### Placement view

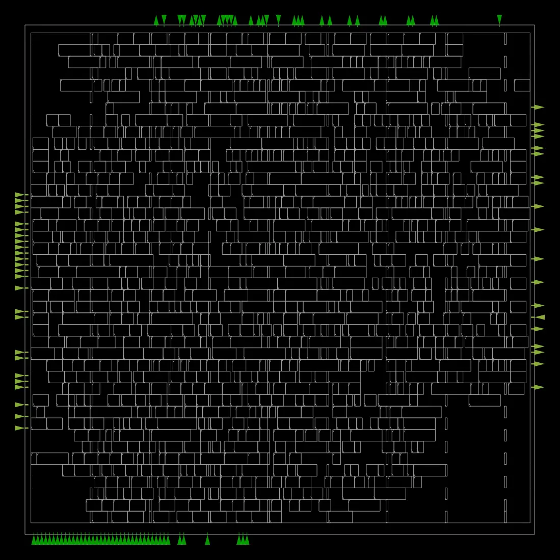
### M4 wires

Supply wires on this layer in gray.
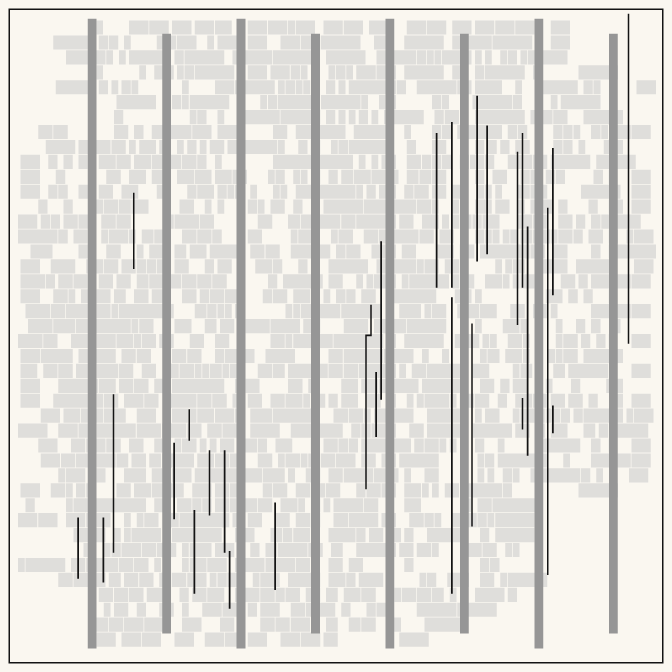
### Sizing map

Bar = 20 µm.
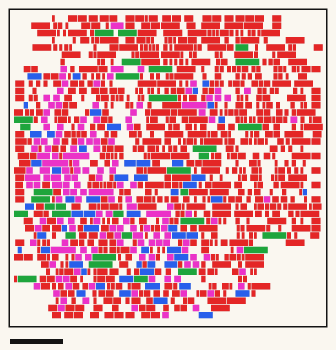
--- src/rtl/shift_unit_pipe_if.sv ---
// Handshake bus of shift_unit_pipe: request side (op, operands, tag) and result side.
// The master drives requests and out_ready; the slave (the shift unit) answers.
interface shift_unit_pipe_if #(
  parameter int XLEN  = 32,
  parameter int TAG_W = 5
);
  logic             in_valid;
  logic             in_ready;
  logic [XLEN-1:0]  rs1;
  logic [XLEN-1:0]  rs2;
  logic [3:0]       alu_ctrl;
  logic [TAG_W-1:0] in_tag;
  logic             out_valid;
  logic             out_ready;
  logic [XLEN-1:0]  result_shift;
  logic [TAG_W-1:0] out_tag;

  modport master (
    output in_valid, rs1, rs2, alu_ctrl, in_tag, out_ready,
    input  in_ready, out_valid, result_shift, out_tag
  );

  modport slave (
    input  in_valid, rs1, rs2, alu_ctrl, in_tag, out_ready,
    output in_ready, out_valid, result_shift, out_tag
  );
endinterface

--- src/rtl/shift_unit_pipe.sv ---
// Pipelined SLL/SRL/SRA barrel shifter with valid/ready handshake, rd tag and flush.
// Define SHIFT_ROTATE_EN to build ROL/ROR; otherwise those encodings return 0.
module shift_unit_pipe #(
  parameter int XLEN   = 32,
  parameter int STAGES = 2,
  parameter int TAG_W  = 5
) (
  input  logic clk,
  input  logic rst,
  input  logic flush,
  shift_unit_pipe_if.slave bus
);
  localparam int L = $clog2(XLEN);

  localparam logic [3:0] OP_SLL = 4'b0101;
  localparam logic [3:0] OP_SRL = 4'b0110;
  localparam logic [3:0] OP_SRA = 4'b0111;
  localparam logic [3:0] OP_ROL = 4'b1000;
  localparam logic [3:0] OP_ROR = 4'b1001;

  logic adv;
  logic accept;
  logic unused_rs2_hi;
  logic unused_tail;

  function automatic logic op_supported(input logic [3:0] op);
    case (op)
      OP_SLL, OP_SRL, OP_SRA: op_supported = 1'b1;
`ifdef SHIFT_ROTATE_EN
      OP_ROL, OP_ROR:         op_supported = 1'b1;
`endif
      default:                op_supported = 1'b0;
    endcase
  endfunction

  // One barrel level: shift by 2^k. SRA refills from the sign captured at accept,
  // since the partial data's MSB is already sign-filled by earlier levels anyway.
  function automatic logic [XLEN-1:0] shift_level(input logic [XLEN-1:0] d,
                                                  input logic [3:0]      op,
                                                  input logic            sign,
                                                  input int              k);
    int              n;
    logic [XLEN-1:0] fill;
    n    = 1 << k;
    fill = {XLEN{sign}} << (XLEN - n);
    case (op)
      OP_SLL:  shift_level = d << n;
      OP_SRL:  shift_level = d >> n;
      OP_SRA:  shift_level = (d >> n) | fill;
`ifdef SHIFT_ROTATE_EN
      OP_ROL:  shift_level = (d << n) | (d >> (XLEN - n));
      OP_ROR:  shift_level = (d >> n) | (d << (XLEN - n));
`endif
      default: shift_level = d;
    endcase
  endfunction

  assign adv           = !bus.out_valid || bus.out_ready;
  assign bus.in_ready  = adv && !flush;
  assign accept        = bus.in_valid && bus.in_ready;
  assign unused_rs2_hi = ^bus.rs2[XLEN-1:L];

  for (genvar s = 0; s < STAGES; s++) begin : g_stage
    logic             src_valid;
    logic [XLEN-1:0]  src_data;
    logic [L-1:0]     src_shamt;
    logic [3:0]       src_op;
    logic [TAG_W-1:0] src_tag;
    logic             src_sign;
    logic [XLEN-1:0]  data_d;

    logic             valid_q;
    logic [XLEN-1:0]  data_q;
    logic [L-1:0]     shamt_q;
    logic [3:0]       op_q;
    logic [TAG_W-1:0] tag_q;
    logic             sign_q;

    // Unsupported ops are zeroed on entry so every later level just passes zero along.
    if (s == 0) begin : g_src
      always_comb begin
        src_valid = accept;
        src_data  = op_supported(bus.alu_ctrl) ? bus.rs1 : '0;
        src_shamt = bus.rs2[L-1:0];
        src_op    = bus.alu_ctrl;
        src_tag   = bus.in_tag;
        src_sign  = bus.rs1[XLEN-1];
      end
    end else begin : g_src
      always_comb begin
        src_valid = g_stage[s-1].valid_q;
        src_data  = g_stage[s-1].data_q;
        src_shamt = g_stage[s-1].shamt_q;
        src_op    = g_stage[s-1].op_q;
        src_tag   = g_stage[s-1].tag_q;
        src_sign  = g_stage[s-1].sign_q;
      end
    end

    always_comb begin
      data_d = src_data;
      for (int k = 0; k < L; k++) begin
        if (((k * STAGES) / L) == s && src_shamt[k]) begin
          data_d = shift_level(data_d, src_op, src_sign, k);
        end
      end
    end

    // Whole pipe moves together on adv; flush only needs to kill the valid bits.
    always_ff @(posedge clk) begin
      if (rst) begin
        valid_q <= 1'b0;
        data_q  <= '0;
        shamt_q <= '0;
        op_q    <= '0;
        tag_q   <= '0;
        sign_q  <= 1'b0;
      end else begin
        if (flush) begin
          valid_q <= 1'b0;
        end else if (adv) begin
          valid_q <= src_valid;
        end
        if (adv) begin
          data_q  <= data_d;
          shamt_q <= src_shamt;
          op_q    <= src_op;
          tag_q   <= src_tag;
          sign_q  <= src_sign;
        end
      end
    end
  end

  assign bus.out_valid    = g_stage[STAGES-1].valid_q;
  assign bus.result_shift = g_stage[STAGES-1].data_q;
  assign bus.out_tag      = g_stage[STAGES-1].tag_q;
  assign unused_tail      = ^{g_stage[STAGES-1].shamt_q, g_stage[STAGES-1].op_q,
                              g_stage[STAGES-1].sign_q};
endmodule

--- src/flat_wrapper.sv ---
// flat-port wrapper written by rule: the top's interface ports become plain ports
module shift_unit_pipe_flat 
#(
  parameter int XLEN   = 32,
  parameter int STAGES = 2,
  parameter int TAG_W  = 5
)
  (clk, rst, flush, bus_in_valid, bus_rs1, bus_rs2, bus_alu_ctrl, bus_in_tag, bus_out_ready, bus_in_ready, bus_out_valid, bus_result_shift, bus_out_tag);
  shift_unit_pipe_if #(.XLEN(XLEN), .TAG_W(TAG_W)) bus_i ();
  input  logic clk;
  input  logic rst;
  input  logic flush;
  input wire logic [$bits(bus_i.in_valid)-1:0] bus_in_valid;
  input wire logic [$bits(bus_i.rs1)-1:0] bus_rs1;
  input wire logic [$bits(bus_i.rs2)-1:0] bus_rs2;
  input wire logic [$bits(bus_i.alu_ctrl)-1:0] bus_alu_ctrl;
  input wire logic [$bits(bus_i.in_tag)-1:0] bus_in_tag;
  input wire logic [$bits(bus_i.out_ready)-1:0] bus_out_ready;
  output wire logic [$bits(bus_i.in_ready)-1:0] bus_in_ready;
  output wire logic [$bits(bus_i.out_valid)-1:0] bus_out_valid;
  output wire logic [$bits(bus_i.result_shift)-1:0] bus_result_shift;
  output wire logic [$bits(bus_i.out_tag)-1:0] bus_out_tag;
  assign bus_i.in_valid = bus_in_valid;
  assign bus_i.rs1 = bus_rs1;
  assign bus_i.rs2 = bus_rs2;
  assign bus_i.alu_ctrl = bus_alu_ctrl;
  assign bus_i.in_tag = bus_in_tag;
  assign bus_i.out_ready = bus_out_ready;
  assign bus_in_ready = bus_i.in_ready;
  assign bus_out_valid = bus_i.out_valid;
  assign bus_result_shift = bus_i.result_shift;
  assign bus_out_tag = bus_i.out_tag;
  shift_unit_pipe #(.XLEN(XLEN), .STAGES(STAGES), .TAG_W(TAG_W)) u_core (.clk(clk), .rst(rst), .flush(flush), .bus(bus_i));
endmodule
--- config.mk ---
export PLATFORM = sky130hd
export DESIGN_NAME = shift_unit_pipe_flat
export DESIGN_NICKNAME = d
export VERILOG_FILES = /design/src/rtl/shift_unit_pipe_if.sv /design/src/rtl/shift_unit_pipe.sv /design/src/flat_wrapper.sv
export SDC_FILE = /design/constraint.sdc
export NUM_CORES = 1
export LEC_CHECK = 0
export CAP_MARGIN = 20
export CORE_UTILIZATION = 45
export DETAILED_ROUTE_END_ITERATION = 8
export PLACE_DENSITY = 0.71
export SETUP_SLACK_MARGIN = 0.3
export SKIP_LAST_GASP = 1
export SLEW_MARGIN = 20
export SYNTH_ARGS = -nofsm -noshare
export SYNTH_HDL_FRONTEND = slang
export SYNTH_SLANG_ARGS = --single-unit
--- constraint.sdc ---
create_clock -name clk -period 2.31 [get_ports clk]
set_input_delay 0.462 -clock clk [delete_from_list [all_inputs] [get_ports clk]]
set_output_delay 0.462 -clock clk [all_outputs]
set_load 0.02 [all_outputs]
==> impl.org <==
#+TITLE: Physical design notes

** Final timing
- RSZ-0062 raised after global routing :: true
- For this run, the final setup violation count is recorded as 0.
- Max-slew violation total from the final report :: 0
- Worst setup skew after layout :: roughly 13 ps
- Across all checked pins, the minimum headroom to the slew limit is between 60% and 70%.
- The smallest clock period supported by the final layout is computed as 2073 ps.
- Crit share post-route :: approximately nine tenths
- In the final report, the number of hold violations comes to 0.

** Place
- Placement-stage cell area :: roughly 7900 µm²
- Detailed placement HPWL :: between 15 and 20 mm
- The final weighted congestion recorded by global placement is around 1.0.

** Pwr
- The power report puts the leakage power at approximately 3.2 nW.
- Power group with the largest share :: registers
- Reported net switching power :: about 1.2 mW
- Clock power frac :: 37.3%

** Synth
- Cell type with the highest aggregate area in the netlist :: sky130_fd_sc_hd__dfxtp_1
- Post-Synthesis Cell Area :: roughly 6100 µm²
- Yosys warnings :: 0
- By instance count, the leading cell after synthesis is sky130_fd_sc_hd__nor2_1.
- Among all flip-flop cells after synthesis, the most frequent one is sky130_fd_sc_hd__dfxtp_1.
- The net count after synthesis is between 900 and 1000.
- In the Yosys report, the sequential cells make up 27.07% of the chip area.
- Commonest cells in the synthesized netlist :: sky130_fd_sc_hd__nor2_1, sky130_fd_sc_hd__nand2_1, sky130_fd_sc_hd__dfxtp_1
- The synth_stat.txt file lists the number of cells as just under 900.
- Yosys top cell area share :: a little over a quarter
- According to the Yosys statistics, the synthesized design has a chip area of approximately 6000 µm².

** Worst setup path
- Along the critical path, the tally of buffer and inverter instances is 3.
- Endpoint class of the critical path :: register
- Counting stages on the worst path, the most repeated cell is sky130_fd_sc_hd__a211oi_1.
- In this design, the stage delay of the slowest critical-path cell is roughly 320 ps.
- Series of cell instances along the critical path :: buf_8, and3b_2, clkbuf_16, buf_4, a211oi_1, o32a_1, mux2i_2, a221oi_2, a211oi_1
- The timing report lists the critical path depth as 9 cells.
- The OpenROAD report gives the critical path a required time of between 2000 and 3000 ps.

** CTS
- The clock reaches the later pin of the worst-skew pair after 350 ps.
- Inserted Clock Buffers :: 9
- The H-tree was split into 3 levels.
- Max Buffers Root-to-Sink :: 2
- CTS saw a little over 80 sinks.
- Clock tree from TritonCTS :: yes
- Quantity of hold-fixing buffers added after cts :: 0

** Drt
- Routed length per instance :: roughly 19 µm
- Per the detail_route report, the via count comes to 7704.
- The routed design uses between 10 and 15 mm of met2 wire.
- The detailed router put a total of 9.697 mm of wire on met1.
- Per the log, the first TritonRoute iteration ended with a DRC count of roughly 740.
- Signal nets in the final route climb as high as met4.

** Floorplanning
- The die covers between 10000 and 15000 µm².
- Before placement the cells fill a little under half of the core.
- Die width :: 118.8 µm
- Row cnt :: between 40 and 50

** Global routing
- Grt ovf :: 0
- The number of global-route vias before repair was about 6800.

** Final layout
- Cell area after layout :: about 9000 µm²

** Run status
- The run finished with clean final reports.

** Hold path
- Worst hold endpoint :: u_core.bus.result_shift[31]

** Run
- The tool flagged a number of max-cap violations equal to 0.
-- 'Placement view' (at the start) --
Finished Core Util: 66.22%
Tapcells: 176
flop share of the area: 18.87%
filler-free cell count of the finished design: 1205

-- 'M4 wires' (at the start) --
nets with wire on the layer: 27
main direction: vertical

-- 'Sizing map' (at the start) --
legend:
  drive 2:
    color: blue
    cells: 56
    share: 5.4%
  drive 3 to 4:
    color: magenta
    cells: 154
    share: 15%
  drive 1 or less:
    color: red
    cells: 787
    share: 76%
  drive 6 and up:
    color: green
    cells: 32
    share: 3.1%

## stage by stage
stage	setup TNS [ps]	power (mW)	hold WS [ps]	util, %	setup WS, ps
after floorplan	0	2.009	432.1	-	260.6
after global placement	-13360	2.424	433.3	59.76	-499.1
after detailed placement	-16120	2.430	443.7	59.76	-596.4
after CTS	0	3.938	455.2	63.56	294.4
after global routing	0	4.150	473.3	66.22	194.9
final	0	4.002	451.8	66.22	236.5
## what timing repair did
item | CTS | global route
pin swaps | 10 | 23
buffers inserted | 3 | 12
gates cloned | 0 | 2
setup endpoints to repair | 36 | 46
gates resized | 53 | 54
## sequential cells by signal (all words and copies together) (netlist names)
register / flops
u_core.g_stage.op_q: 4
u_core.g_stage.sign_q: 1
u_core.g_stage.data_q: 32
u_core.bus.out_tag: 5
u_core.bus.out_valid: 1
u_core.g_stage.shamt_q: 2
u_core.bus.result_shift: 32
u_core.g_stage.tag_q: 5
u_core.g_stage.valid_q: 1
## layer usage
| metal | global-route usage [%] | vias up |
|---|---|---|
| met4 | 11.47 | 0 |
| met1 | 42.18 | 3592 |
| met2 | 50.44 | 427 |
| li1 | - | 3624 |
| met3 | 5.888 | 61 |
| met5 | 0 | - |
## final cells by class
cell class / count / area, µm² / share of cell area (%)
well taps: 176 / 220.2 / 2.501
flip-flops and latches: 83 / 1662 / 18.87
clock inverters: 6 / 72.57 / 0.8242
multi-input cells: 683 / 4390 / 49.87
clock buffers: 10 / 239.0 / 2.714
inverters: 7 / 26.28 / 0.2984
repair buffers: 240 / 2195 / 24.93
## cells by family (layout without fill, tap and decap cells)
logic type,after synthesis,in the layout,share of synthesized area (%)
flip-flops,83,83,27.07
AND-OR/OR-AND,364,364,41.64
multiplexers,4,4,0.6523
buffers and inverters,104,263,7.460
AND/OR/NAND/NOR,315,315,23.18
Power figures rest on the tool's default switching activity, not on a simulated workload.
